===== src/rtl/nibble_loader_pkg.sv =====
// Shared types and default sizes for the nibble loader block.
package nibble_loader_pkg;

    typedef enum logic [1:0] {
        IDLE  = 2'd0,
        WRITE = 2'd1,
        GAP   = 2'd2,
        FIN   = 2'd3
    } loader_state_e;

    localparam int NUM_DIGITS_DEF = 8;
    localparam int DIGIT_W_DEF    = 4;
    localparam int GAP_W          = 4;

endpackage


===== src/rtl/gap_timer.sv =====
// Loadable down-counter that times the idle slots between digit writes.
// Latency: expired_o reflects the registered count (0 cycles after load when loaded with 0).
// Backpressure: none; load_i takes priority over dec_i, counting stops at zero.
module gap_timer
    import nibble_loader_pkg::*;
#(
    parameter int W = GAP_W
) (
    input  logic         clk_i,
    input  logic         rst_i,
    input  logic         load_i,
    input  logic [W-1:0] load_val_i,
    input  logic         dec_i,
    output logic         expired_o
);

    logic [W-1:0] cnt_q;
    logic [W-1:0] cnt_d;

    always_comb begin
        cnt_d = cnt_q;
        if (load_i) begin
            cnt_d = load_val_i;
        end else if (dec_i && (cnt_q != '0)) begin
            cnt_d = cnt_q - W'(1);
        end
    end

    always_ff @(posedge clk_i) begin
        if (rst_i) begin
            cnt_q <= '0;
        end else begin
            cnt_q <= cnt_d;
        end
    end

    assign expired_o = (cnt_q == '0);

endmodule


===== src/rtl/nibble_loader.sv =====
// Serialises one accepted word into NUM_DIGITS ascending digit writes; optional NIBBLE_LOADER_SKIP_UNCHANGED_EN suppresses repeat writes.
// Latency: first write the cycle after accept, done NUM_DIGITS*(WRITE_GAP+1)-WRITE_GAP+1 cycles after accept.
// Backpressure: in_ready_o only in IDLE; in_valid_i is ignored while busy, upstream holds the word.
module nibble_loader
    import nibble_loader_pkg::*;
#(
    parameter int NUM_DIGITS = NUM_DIGITS_DEF,
    parameter int DIGIT_W    = DIGIT_W_DEF,
    parameter int WRITE_GAP  = 0
) (
    input  logic                          clk_i,
    input  logic                          rst_i,
    input  logic                          in_valid_i,
    output logic                          in_ready_o,
    input  logic [NUM_DIGITS*DIGIT_W-1:0] in_data_i,
    output logic                          write_o,
    output logic [$clog2(NUM_DIGITS)-1:0] sel_o,
    output logic [DIGIT_W-1:0]            num_o,
    output logic                          busy_o,
    output logic                          done_o
);

    localparam int SEL_W  = $clog2(NUM_DIGITS);
    localparam int WORD_W = NUM_DIGITS * DIGIT_W;
    localparam logic [SEL_W-1:0] LAST_SEL = SEL_W'(NUM_DIGITS - 1);
    localparam logic [GAP_W-1:0] GAP_LOAD = GAP_W'((WRITE_GAP > 0) ? WRITE_GAP - 1 : 0);

    loader_state_e      state_q, state_d;
    logic [WORD_W-1:0]  word_q, word_d;
    logic [SEL_W-1:0]   cnt_q, cnt_d;
    logic               write_q, write_d;
    logic [SEL_W-1:0]   sel_q, sel_d;
    logic [DIGIT_W-1:0] num_q, num_d;
    logic               done_q, done_d;

    logic               gap_load;
    logic [GAP_W-1:0]   gap_load_val;
    logic               gap_dec;
    logic               gap_expired;

    logic [DIGIT_W-1:0] digits [NUM_DIGITS];
    logic [DIGIT_W-1:0] digit_nxt;
    logic               slot_nxt;

    gap_timer #(
        .W (GAP_W)
    ) u_gap_timer (
        .clk_i      (clk_i),
        .rst_i      (rst_i),
        .load_i     (gap_load),
        .load_val_i (gap_load_val),
        .dec_i      (gap_dec),
        .expired_o  (gap_expired)
    );

    always_comb begin
        state_d      = state_q;
        word_d       = word_q;
        cnt_d        = cnt_q;
        gap_load     = 1'b0;
        gap_load_val = '0;
        gap_dec      = 1'b0;
        case (state_q)
            IDLE: begin
                if (in_valid_i && in_ready_o) begin
                    word_d   = in_data_i;
                    cnt_d    = '0;
                    gap_load = 1'b1;
                    state_d  = WRITE;
                end
            end
            WRITE: begin
                if (cnt_q == LAST_SEL) begin
                    state_d = FIN;
                end else if (WRITE_GAP > 0) begin
                    gap_load     = 1'b1;
                    gap_load_val = GAP_LOAD;
                    state_d      = GAP;
                end else begin
                    cnt_d = cnt_q + SEL_W'(1);
                end
            end
            GAP: begin
                if (gap_expired) begin
                    cnt_d   = cnt_q + SEL_W'(1);
                    state_d = WRITE;
                end else begin
                    gap_dec = 1'b1;
                end
            end
            FIN: begin
                state_d = IDLE;
            end
            default: begin
                state_d = IDLE;
            end
        endcase
    end

    // Outputs are registered, so they are decoded from the next state and next word.
    always_comb begin
        for (int i = 0; i < NUM_DIGITS; i++) begin
            digits[i] = word_d[i*DIGIT_W +: DIGIT_W];
        end
    end

    assign digit_nxt = digits[cnt_d];
    assign slot_nxt  = (state_d == WRITE);

`ifdef NIBBLE_LOADER_SKIP_UNCHANGED_EN
    logic [DIGIT_W-1:0] shadow_q [NUM_DIGITS];

    assign write_d = slot_nxt && (digit_nxt != shadow_q[cnt_d]);

    always_ff @(posedge clk_i) begin
        if (rst_i) begin
            for (int i = 0; i < NUM_DIGITS; i++) begin
                shadow_q[i] <= '0;
            end
        end else if (write_d) begin
            shadow_q[cnt_d] <= digit_nxt;
        end
    end
`else
    assign write_d = slot_nxt;
`endif

    assign sel_d  = write_d ? cnt_d : sel_q;
    assign num_d  = write_d ? digit_nxt : num_q;
    assign done_d = (state_d == FIN);

    always_ff @(posedge clk_i) begin
        if (rst_i) begin
            state_q <= IDLE;
            word_q  <= '0;
            cnt_q   <= '0;
            write_q <= 1'b0;
            sel_q   <= '0;
            num_q   <= '0;
            done_q  <= 1'b0;
        end else begin
            state_q <= state_d;
            word_q  <= word_d;
            cnt_q   <= cnt_d;
            write_q <= write_d;
            sel_q   <= sel_d;
            num_q   <= num_d;
            done_q  <= done_d;
        end
    end

    assign in_ready_o = (state_q == IDLE);
    assign busy_o     = (state_q != IDLE);
    assign write_o    = write_q;
    assign sel_o      = sel_q;
    assign num_o      = num_q;
    assign done_o     = done_q;

endmodule

===== config.mk =====
export PLATFORM = sky130hd
export DESIGN_NAME = nibble_loader
export DESIGN_NICKNAME = d
export VERILOG_FILES = /design/src/rtl/nibble_loader_pkg.sv /design/src/rtl/gap_timer.sv /design/src/rtl/nibble_loader.sv
export SDC_FILE = /design/constraint.sdc
export NUM_CORES = 1
export LEC_CHECK = 0
export CAP_MARGIN = 20
export CORE_ASPECT_RATIO = 1.1
export CORE_MARGIN = 5
export CORE_UTILIZATION = 45
export DETAILED_ROUTE_END_ITERATION = 16
export DONT_BUFFER_PORTS = 1
export GPL_TIMING_DRIVEN = 1
export HOLD_SLACK_MARGIN = 0.12
export SLEW_MARGIN = 40
export SYNTH_ARGS = -nofsm -noshare
export SYNTH_HDL_FRONTEND = slang
export SYNTH_HIERARCHICAL = 1
export SYNTH_SLANG_ARGS = --single-unit

===== constraint.sdc =====
create_clock -name clk_i -period 2.5 [get_ports clk_i]
set_input_delay 0.625 -clock clk_i [delete_from_list [all_inputs] [get_ports clk_i]]
set_output_delay 0.625 -clock clk_i [all_outputs]
set_load 0.005 [all_outputs]

Run 1, M2 wires:
Drawn at 4 px/um. Cells faint in the background.
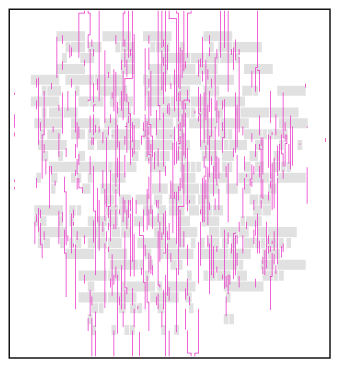
share of all routed wire: 48%
wire length on this layer: 2560 um
nets with wire on the layer: 280
final WL: 5.29 mm
grt met2 use: 0.251

Run 1, zoomed window:
Window x 50 to 70, y 55 to 75 um. Cells in grey, sequential cells in the stronger grey; small squares are vias.
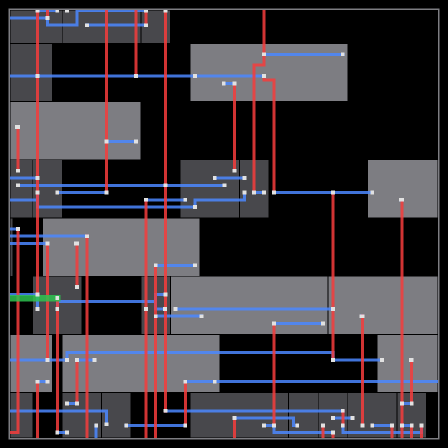
| colour | layer |
|---|---|
| green | met3 |
| red | met2 |
| blue | met1 |
netlist names of flops here include: sel_o (3), cnt_q (2)
sequential cells in the window: 6
most frequent: nor2_1 (6), dfxtp_1 (6), mux2i_1 (2)
cells with their middle in the window: 21

Run 1, routed metal, one colour a layer:
Drawn at 6 px/um. Only two layers are drawn.
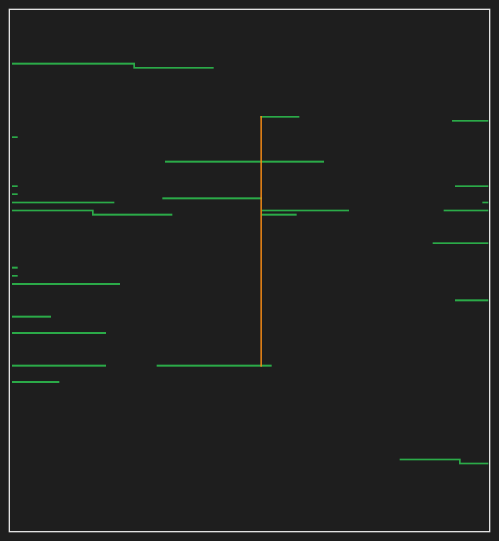
| colour | layer | wire length |
|---|---|---|
| green | met3 | 279 um |
| orange | met4 | 41.5 um |
Avg WL per Cell: 14.5 um
GRT Overall Usage: 0.155
routed vias: 1915

==> results.yml, run 1 <==
# physical design summary
critical_path:
  crit_slowest_cell: "or4b_1"
  slowest_delay_ns: 0.57
  crit_path_cell_trace: "ha_1 > ha_1 > or4b_1 > and3_2 > nand2_4 > nor3_2 > a222oi_1 > a21oi_1"
  crit_buf_inv: 0
  reg2reg_from: "cnt_q[0]"
  reg2reg_depth: 8
  crit_required_ns: 2.70
  path_common_cell: "ha_1"
  critPathCaptureType: "register"
  worst_r2r_endpoint: "num_o[2]"
  critical_path.top_delay_family: "simple AND/OR/NAND/NOR gates"
  critPathLaunchType: "register"
  critPathMaxFanout: 6
  worstPathArrival_ns: 2.58
  criticalPathCategory: "register to register"
  reg2reg_slack_ns: 0.11
global_route:
  antenna_found_initial: 0
  grt_pass1_wl_mm: 8.47
  grt_pass1_vias: 1779
  overflow: 0
  grt_max_degree: 52
final_timing:
  rsz0062_at_grt: "no"
  fin_skew_ns: 0.00686
  fin_setup_tns_ns: 0
  worst_slew_margin_rel: 0.650
  hold_violations: 0
  fmaxAchievable_mhz: 419
  tightest_slew_ns: 0.525
  period_needed_ns: 2.39
  finalSetupViolations: 0
  finalMaxSlewViolations: 0
  fin_crit_sh: 0.955
logic_synthesis:
  syn_avg_cell_area_um2: 8.78
  ys_async_sr_fraction: 0
  syn-cell-area_um2: 2410
  ys_warn_count: 6
  yosys_cells: 275
  ys.flop_type: "dfxtp_1"
  synth_cell_type_count: 51
  yosys-stat-area_um2: 2410
  synth_cells: 275
  edf_count: 0
  ys_ff: 50
  yosysSeqAreaShare: 0.415
flow_run:
  tool_warnings: 27
  cap_violations: 0
floorplanning:
  row_count: 28
  dieWidth_um: 79.8
  die_area_um2: 6930
  num_io_pins: 46
  die_h_um: 86.8
  fp.coreArea_um2: 5290
  core_util_floorplan: 0.456
clock_network:
  htree_levels: 2
  cts-buffers-inserted: 5
  insertion_delay_ns: 0.31
  root_buffer: "clkbuf_8"
  cts_tree: "built"
  max-clock-path-buffers: 2
  path_clk_slew_ns: 0.09
  cts_sinks: 50
finish:
  syn_to_final_growth_pct: 12.4
  drive_above_1_share: 0.152
  final_nets: 327
  fill_cells: 524
  final-comb-area_um2: 1360
  final_cell_mix: "50 x dfxtp_1, 39 x nand2_1, 35 x nor2_1"
  final_util: 0.513
  lay_top_count: "dfxtp_1"
  regArea_um2: 1000
  n_antenna_cell: 0
routing:
  postRouteAntennaNets: 0
  first_pass_iters: 4
  viasPerCell: 5.26
  drt_iter0_drc: 97
  drc: 0
pwr:
  power.leakage_uw: 0.00112
  ir_worst_vdd_v: 0.000349
  power_density_nw_per_um2: 603
hold_path:
  hp-start: "rst_i"
  hold_end: "u_gap_timer/cnt_q[3]"
  hold_path_class: "input pin to register"
  holdPathStages: 1
placement:
  io_buffer_count: 0
  gp_congestion: 0.779
  dpl.hpwl_mm: 3.78
status:
  status: "finished clean"
run 1: synthesized netlist by cell type, types with 3 or more instances:
library cell  number  area share
nor2_1            35       0.054
a21o_1             6       0.019
nand2_1           39       0.061
a31oi_1            4       0.010
inv_1              8       0.012
nor3_1             5       0.010
a222oi_1           3       0.012
nand2b_1           6       0.016
a211oi_1           3      0.0093
or4_1              3      0.0093
nand3_1            3      0.0062
clkbuf_1           8       0.012
dfxtp_1           50        0.41
nor2b_1            5       0.013
ha_1               4       0.021
a21oi_1           23       0.048
mux2i_1           29        0.12
run 1: power by group:
| group | internal (uW) | switching [uW] | total (uW) |
|---|---|---|---|
| combinational | 122 | 138 | 260 |
| clock | 228 | 274 | 502 |
| sequential | 845 | 30.8 | 876 |
| total | 1190 | 443 | 1640 |
run 1: per-stage QoR:
step	setup slack, ns	power [uW]	cell area, um2	instances	hold WS [ns]
after floorplan	0.137	1090	2420	278	0.431
after global routing	0.0103	1730	2710	364	0.357
after CTS	0.0217	1640	2640	360	0.369
after global placement	0.0778	1140	2540	352	0.437
after detailed placement	0.0429	1140	2540	352	0.444
final	0.111	1640	2710	364	0.384
run 1: worst max-delay path by stage:
| stage | to | slack [ns] | from | cells after the start |
|---|---|---|---|---|
| CTS | num_o[1] | 0.02 | u_gap_timer/cnt_q[0] | 11 |
| floorplan | num_o[1] | 0.14 | u_gap_timer/cnt_q[1] | 11 |
| finish | num_o[2] | 0.11 | cnt_q[0] | 8 |
| global route | num_o[2] | 0.01 | cnt_q[0] | 8 |
| global placement | num_o[1] | 0.08 | u_gap_timer/cnt_q[0] | 11 |
| detailed placement | num_o[1] | 0.04 | u_gap_timer/cnt_q[0] | 11 |
run 1: area by class of cell:
cell class | count | share of cell area
multi-input combinational | 206 | 0.502
sequential | 50 | 0.369
timing repair buffer | 16 | 0.0456
tap | 75 | 0.0346
clock buffer | 6 | 0.0304
inverter | 9 | 0.0124
clock inverter | 2 | 0.00599
run 1: registers in the layout, indices dropped and copies added (netlist names):
name	cells
u_gap_timer/cnt_q	4
done_o	1
write_o	1
num_o	4
sel_o	3
state_q	2
cnt_q	3
word_q	32
run 1: layer usage:
| layer | share of wire | GRT usage |
|---|---|---|
| met5 | 0 | 0 |
| met4 | 0.0077 | 0.0461 |
| met3 | 0.053 | 0.0489 |
| met2 | 0.48 | 0.251 |
| met1 | 0.46 | 0.197 |
run 1: cell families after synthesis:
logic type / count (synthesis) / synth area share
and+or+nand+nor: 113 / 0.229
AOI/OAI and AO/OA: 55 / 0.170
DFF: 50 / 0.415
muxes: 29 / 0.120
buffers and inverters: 23 / 0.0446
adders and majority gates: 4 / 0.0207
other: 1 / 0.00155
run 1: what timing repair did:
action	in CTS	in global routing
setup buffers	0	3
hold buffers	0	0
setup endpoints to repair	0	4
hold endpoints to repair	0	0
gates resized	0	10
Run 1, wires at chosen ports, followed through buffers:
Drawn at 4 px/um.
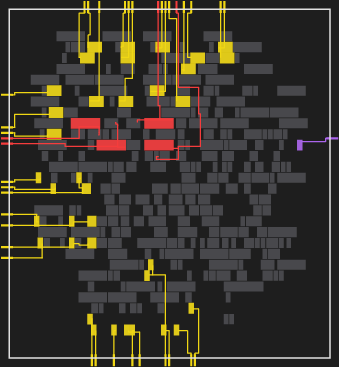

==> run 2, diff against run 1 <==
--- a/config.mk
+++ b/config.mk
@@ -5,6 +5,7 @@
 export SDC_FILE = /design/constraint.sdc
 export NUM_CORES = 1
 export LEC_CHECK = 0
+export ABC_CLOCK_PERIOD_IN_PS = 2500
 export CAP_MARGIN = 20
 export CORE_ASPECT_RATIO = 1.1
 export CORE_MARGIN = 5
@@ -13,8 +14,10 @@
 export DONT_BUFFER_PORTS = 1
 export GPL_TIMING_DRIVEN = 1
 export HOLD_SLACK_MARGIN = 0.12
+export SKIP_LAST_GASP = 1
 export SLEW_MARGIN = 40
 export SYNTH_ARGS = -nofsm -noshare
 export SYNTH_HDL_FRONTEND = slang
 export SYNTH_HIERARCHICAL = 1
 export SYNTH_SLANG_ARGS = --single-unit
+export TNS_END_PERCENT = 20
Run 2, wires at chosen ports, followed through buffers:
Drawn at 4 px/um.
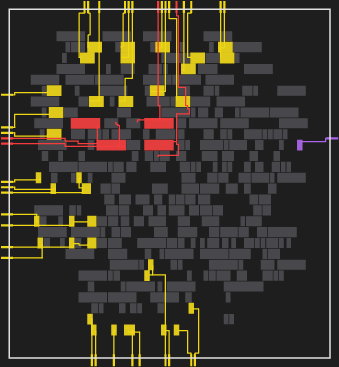
| colour | port | bits | direction | end cells | buffers | wire |
|---|---|---|---|---|---|---|
| purple | busy_o | 1 | output | 1 | 0 | 7.80 um |
| yellow | in_data_i | 32 | input | 36 | 0 | 439 um |
| red | num_o | 4 | output | 4 | 0 | 150 um |
IO Pins: 46
number of port buffers: 0

Run 2, routed metal, one colour a layer:
Drawn at 6 px/um. Only two layers are drawn.
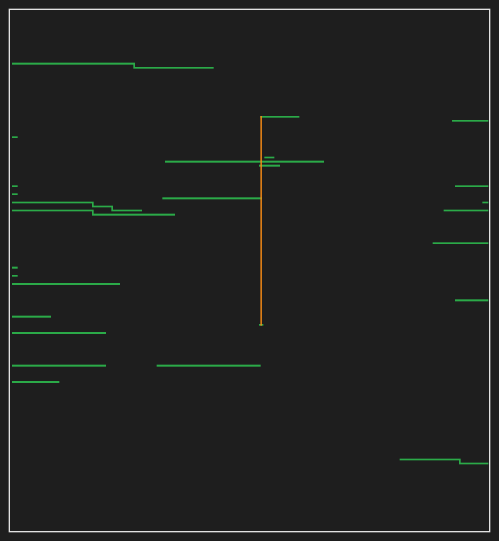
| colour | layer | wire length |
|---|---|---|
| green | met3 | 269 um |
| orange | met4 | 34.7 um |
Avg WL per Cell: 14.6 um
final WL: 5.30 mm
routed vias: 1919

Run 2, the clock network:
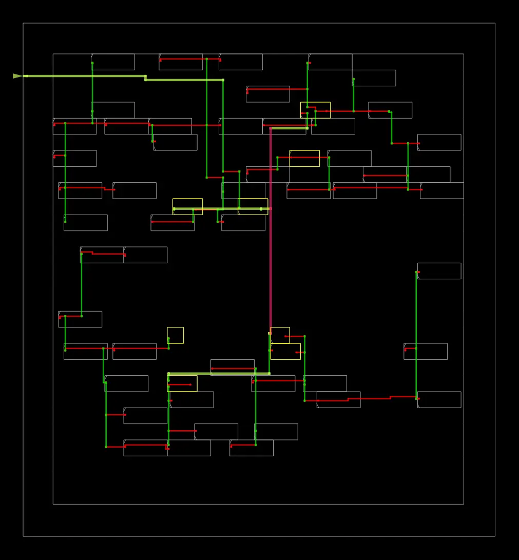
power in the clock group: 501 uW
CTS sink count: 50
Final Skew: 0.00666 ns
CLK BUF: 6

==> results.yml, run 2 <==
# physical design summary
final_timing:
  hold_violations: 0
  finalSetupViolations: 0
  fin_crit_sh: 0.954
  worst_slew_margin_rel: 0.651
  fmaxAchievable_mhz: 419
  tightest_slew_ns: 0.522
  finalMaxSlewViolations: 0
  period_needed_ns: 2.39
  rsz0062_at_grt: "yes"
routing:
  postRouteAntennaNets: 0
  drt_iter0_drc: 109
  viasPerCell: 5.27
  drc: 0
hold_path:
  hold_path_class: "input pin to register"
  holdPathStages: 1
finish:
  n_antenna_cell: 0
  drive_above_1_share: 0.145
  syn_to_final_growth_pct: 12.2
  final_nets: 327
  lay_top_count: "dfxtp_1"
  finalNonFillerCells: 364
  fill_cells: 525
  regArea_um2: 1000
  regMostFlops: "word_q"
  final-comb-area_um2: 1360
placement:
  dpl.hpwl_mm: 3.78
  dpl.cell_count: 352
flow_run:
  cap_violations: 0
  tool_warnings: 28
critical_path:
  crit_path_cell_trace: "ha_1 > ha_1 > or4b_1 > nand3_1 > nor2_2 > mux2i_1 > a2111o_1 > a31oi_1"
  crit_required_ns: 2.74
  reg2reg_depth: 8
  criticalPathCategory: "register to register"
  path_common_cell: "ha_1"
logic_synthesis:
  yosys-stat-area_um2: 2410
  yosysSeqAreaShare: 0.415
  ys_async_sr_fraction: 0
  yosys.cell_count.top_type: "dfxtp_1"
  synth.area.top_cells: "dfxtp_1 41%, mux2i_1 12%, nand2_1 6.1%"
  synth_cells: 275
  ys.flop_type: "dfxtp_1"
  yosys_cells: 275
  synthTopCellsByCount: "50 x dfxtp_1, 39 x nand2_1, 35 x nor2_1"
  edf_count: 0
  ys_warn_count: 6
  largest_area_cell: "dfxtp_1"
  top_area_frac: 0.415
  syn_avg_cell_area_um2: 8.78
  syn-cell-area_um2: 2410
clock_network:
  cts-buffers-inserted: 5
  insertion_delay_ns: 0.30
  htree_levels: 2
  root_buffer: "clkbuf_8"
  max-clock-path-buffers: 2
  ctsHoldBuffers: 0
  cts_tree: "built"
  path_clk_slew_ns: 0.09
global_route:
  grtUsageTotal: 0.155
  antenna_found_initial: 0
  overflow: 0
  grt_pass1_wl_mm: 8.47
  grt_pass1_vias: 1779
status:
  status: "finished clean"
floorplanning:
  fp.coreArea_um2: 5290
  die_h_um: 86.8
  dieWidth_um: 79.8
  row_count: 28
  die_area_um2: 6930
  core_util_floorplan: 0.456
pwr:
  ir_worst_vdd_v: 0.000347
  power.leakage_uw: 0.00111
  power_density_nw_per_um2: 604
  p_total_uw: 1640
## run 2: cell types whose count changed in the layout (fill, tap and decap cells not counted)
| cell | change |
|---|---|
| and3_1 | +1 |
| nand3_2 | -1 |
| nand3_1 | +1 |
| and3_2 | -1 |
## run 2: critical path: cells and delay by family, from the launching register on
family,cells,cell delay [ns]
and+or+nand+nor,3,0.83
adders and majority gates,2,0.48
DFF,1,0.33
AOI/OAI and AO/OA,2,0.53
muxes,1,0.14
## run 2: final timing paths
| path | startpoint | endpoint | slack, ns |
|---|---|---|---|
| min | rst_i | u_gap_timer/cnt_q[3] | 0.39 |
| max reg2reg | cnt_q[0] | num_o[0] | 0.11 |
| max | cnt_q[0] | num_o[0] | 0.11 |
| min reg2reg | word_q[19] | word_q[19] | 0.46 |
## run 2: per-layer routing
metal / wire [um] / global-route usage / part of all wire
met3: 269 / 0.0489 / 0.051
met4: 34 / 0.0461 / 0.0064
met2: 2550 / 0.251 / 0.48
met5: 0 / 0 / 0
met1: 2440 / 0.197 / 0.46
## run 2: report_power, final
group,total (uW),internal (uW),switching (uW),leakage (uW)
Sequential,875,845,30.7,0.000410
Clock,501,228,273,0.0000478
Combinational,259,121,138,0.000652
## run 2: logic make-up (layout without fill, tap and decap cells)
kind of cell	after synthesis	count (layout)	share of synthesized area
other	1	4	0.00155
buffers and inverters	23	33	0.0446
DFF	50	50	0.415
adders and majority gates	4	4	0.0207
muxes	29	29	0.120
AOI/OAI and AO/OA	55	56	0.170
and+or+nand+nor	113	113	0.229
## run 2: area by class of cell
type	count	share of cell area
multi-input cells	206	0.501
flip-flops and latches	50	0.370
repair buffers	16	0.0457
well taps	75	0.0347
clock buffers	6	0.0305
inverters	9	0.0125
clock inverters	2	0.00601
## run 2: per-stage QoR
| stage | hold WS (ns) | utilization | setup WS, ns | instance area [um2] |
|---|---|---|---|---|
| finish | 0.387 | 0.512 | 0.114 | 2710 |
| global route | 0.357 | 0.512 | 0.00300 | 2710 |
| CTS | 0.369 | 0.499 | 0.0217 | 2640 |
| detailed placement | 0.444 | 0.481 | 0.0429 | 2540 |
| global placement | 0.437 | 0.481 | 0.0778 | 2540 |
| floorplan | 0.431 | - | 0.137 | 2420 |
## run 2: repair_timing
item	4_1_cts	5_1_grt
buffers inserted	0	3
gates resized	0	8
endpoints found under the setup margin	0	4
==> run 3, diff against run 2 <==
--- a/config.mk
+++ b/config.mk
@@ -14,6 +14,7 @@
 export DONT_BUFFER_PORTS = 1
 export GPL_TIMING_DRIVEN = 1
 export HOLD_SLACK_MARGIN = 0.12
+export SKIP_CTS_REPAIR_TIMING = 1
 export SKIP_LAST_GASP = 1
 export SLEW_MARGIN = 40
 export SYNTH_ARGS = -nofsm -noshare
Run 3, routed metal, one colour a layer:
Drawn at 6 px/um. Only two layers are drawn.
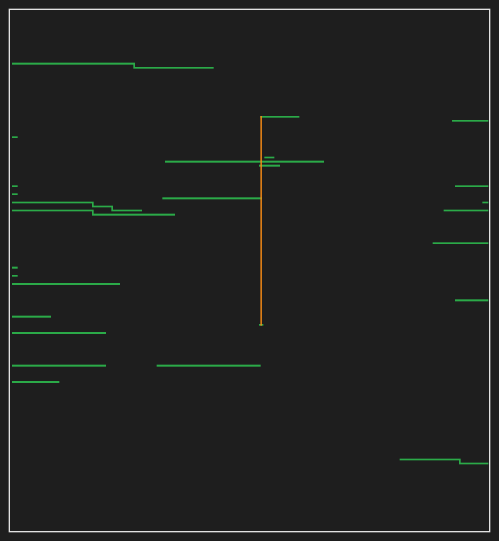

Run 3, zoomed window:
Window x 50 to 70, y 55 to 75 um. Cells in grey, sequential cells in the stronger grey; small squares are vias.
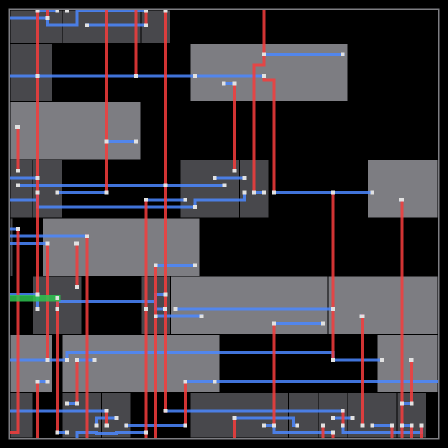
| colour | layer |
|---|---|
| blue | met1 |
| green | met3 |
| red | met2 |
cells with their middle in the window: 21
netlist names of flops here include: sel_o (3), cnt_q (2)
most frequent: nor2_1 (6), dfxtp_1 (6), mux2i_1 (2)
sequential cells in the window: 6

Run 3, the clock network:
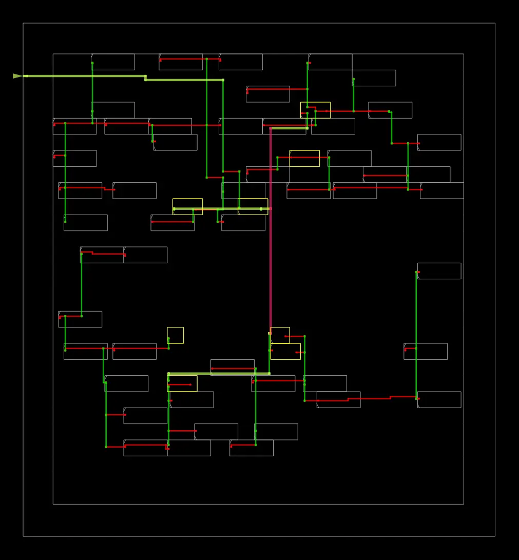
seq_cells: 50
Late-Pin Clk Latency: 0.30 ns
Num CTS Buffers: 5

==> results.yml, run 3 <==
# physical design summary
status:
  status: "finished clean"
logic_synthesis:
  ys_ff: 50
  synthTopCellsByCount: "50 x dfxtp_1, 39 x nand2_1, 35 x nor2_1"
  ys.flop_type: "dfxtp_1"
  yosysSeqAreaShare: 0.415
  synth_cells: 275
  edf_count: 0
  syn-cell-area_um2: 2410
  ys_warn_count: 6
  syn_avg_cell_area_um2: 8.78
  synth_cell_type_count: 51
  top_area_frac: 0.415
  synth.area.top_cells: "dfxtp_1 41%, mux2i_1 12%, nand2_1 6.1%"
  yosys.cell_count.top_type: "dfxtp_1"
  yosys_cells: 275
  ys_async_sr_fraction: 0
final_timing:
  tightest_slew_ns: 0.522
  period_needed_ns: 2.39
  fin_hold_ws_ns: 0.387
  finalMaxSlewViolations: 0
  fin_crit_sh: 0.954
  finalSetupViolations: 0
  fin_setup_tns_ns: 0
  worst_slew_margin_rel: 0.651
  hold_violations: 0
  fin_skew_ns: 0.00666
clock_network:
  max-clock-path-buffers: 2
  cts_tree: "built"
  htree_levels: 2
  path_clk_slew_ns: 0.09
  root_buffer: "clkbuf_8"
  cts_sinks: 50
finish:
  n_antenna_cell: 0
  drive_above_1_share: 0.145
  largest_register_ff_count: 32
  regMostFlops: "word_q"
  final_cell_mix: "50 x dfxtp_1, 39 x nand2_1, 35 x nor2_1"
  syn_to_final_growth_pct: 12.2
  lay_top_count: "dfxtp_1"
  final_nets: 327
global_route:
  grt_pass1_wl_mm: 8.47
  grt_max_degree: 52
  grtUsageTotal: 0.155
  grt_pass1_vias: 1779
  antenna_found_initial: 0
floorplanning:
  num_io_pins: 46
  dieWidth_um: 79.8
  die_h_um: 86.8
  row_count: 28
  core_util_floorplan: 0.456
  die_area_um2: 6930
  fp.coreArea_um2: 5290
critical_path:
  crit_path_cell_trace: "ha_1 > ha_1 > or4b_1 > nand3_1 > nor2_2 > mux2i_1 > a2111o_1 > a31oi_1"
  critPathMaxFanout: 5
  slowest_delay_ns: 0.55
  crit_required_ns: 2.74
  path_common_cell: "ha_1"
  critPathCaptureType: "register"
  crit_slowest_cell: "or4b_1"
  critical_path.top_delay_family: "simple AND/OR/NAND/NOR gates"
  critPathLaunchType: "register"
  worstPathArrival_ns: 2.62
pwr:
  power_density_nw_per_um2: 604
  ir_worst_vdd_v: 0.000347
  power.leakage_uw: 0.00111
routing:
  drc: 0
  drt_iter0_drc: 109
  via_count: 1919
  wl_mm: 5.30
  first_pass_iters: 5
  wl_per_cell_um: 14.6
  postRouteAntennaNets: 0
flow_run:
  cap_violations: 0
  tool_warnings: 28
placement:
  io_buffer_count: 0
  dpl.hpwl_mm: 3.78
run 3: cell counts after synthesis:
No cell type changed its count.
run 3: stage by stage:
step | cell area (um2) | util | total power (uW) | std cells | setup WS (ns)
2_1_floorplan | 2420 | - | 1090 | 278 | 0.137
3_3_place_gp | 2540 | 0.481 | 1140 | 352 | 0.0778
3_5_place_dp | 2540 | 0.481 | 1140 | 352 | 0.0429
4_1_cts | 2640 | 0.499 | 1640 | 360 | 0.0217
5_1_grt | 2710 | 0.512 | 1730 | 364 | 0.00300
6_report | 2710 | 0.512 | 1640 | 364 | 0.114
run 3: routing by layer:
metal,wire length (um),track usage,part of all wire
met5,0,0,0
met4,34,0.0461,0.0064
met3,269,0.0489,0.051
met2,2550,0.251,0.48
met1,2440,0.197,0.46
run 3: cell families after synthesis:
family,after synthesis,synth area share
and+or+nand+nor,113,0.229
AOI/OAI and AO/OA,55,0.170
DFF,50,0.415
muxes,29,0.120
buffers and inverters,23,0.0446
adders and majority gates,4,0.0207
other,1,0.00155
run 3: final timing paths:
kind / startpoint / to / slack [ns] / depth (start not counted)
max: cnt_q[0] / num_o[0] / 0.11 / 8
min: rst_i / u_gap_timer/cnt_q[3] / 0.39 / 1
max reg2reg: cnt_q[0] / num_o[0] / 0.11 / 8
min reg2reg: word_q[19] / word_q[19] / 0.46 / 2
run 3: report_power, final:
group	internal (uW)	switching, uW
registers	845	30.7
logic	121	138
clock network	228	273
total	1190	441
run 3: cell type report:
| cell class | count | area [um2] |
|---|---|---|
| Clock buffer | 6 | 82.6 |
| Tap cell | 75 | 93.8 |
| Inverter | 9 | 33.8 |
| Clock inverter | 2 | 16.3 |
| Sequential cell | 50 | 1000 |
| Fill cell | 525 | 2580 |
| Timing Repair Buffer | 16 | 124 |
| Multi-Input combinational cell | 206 | 1360 |
Power is estimated from default activity; no workload was simulated.
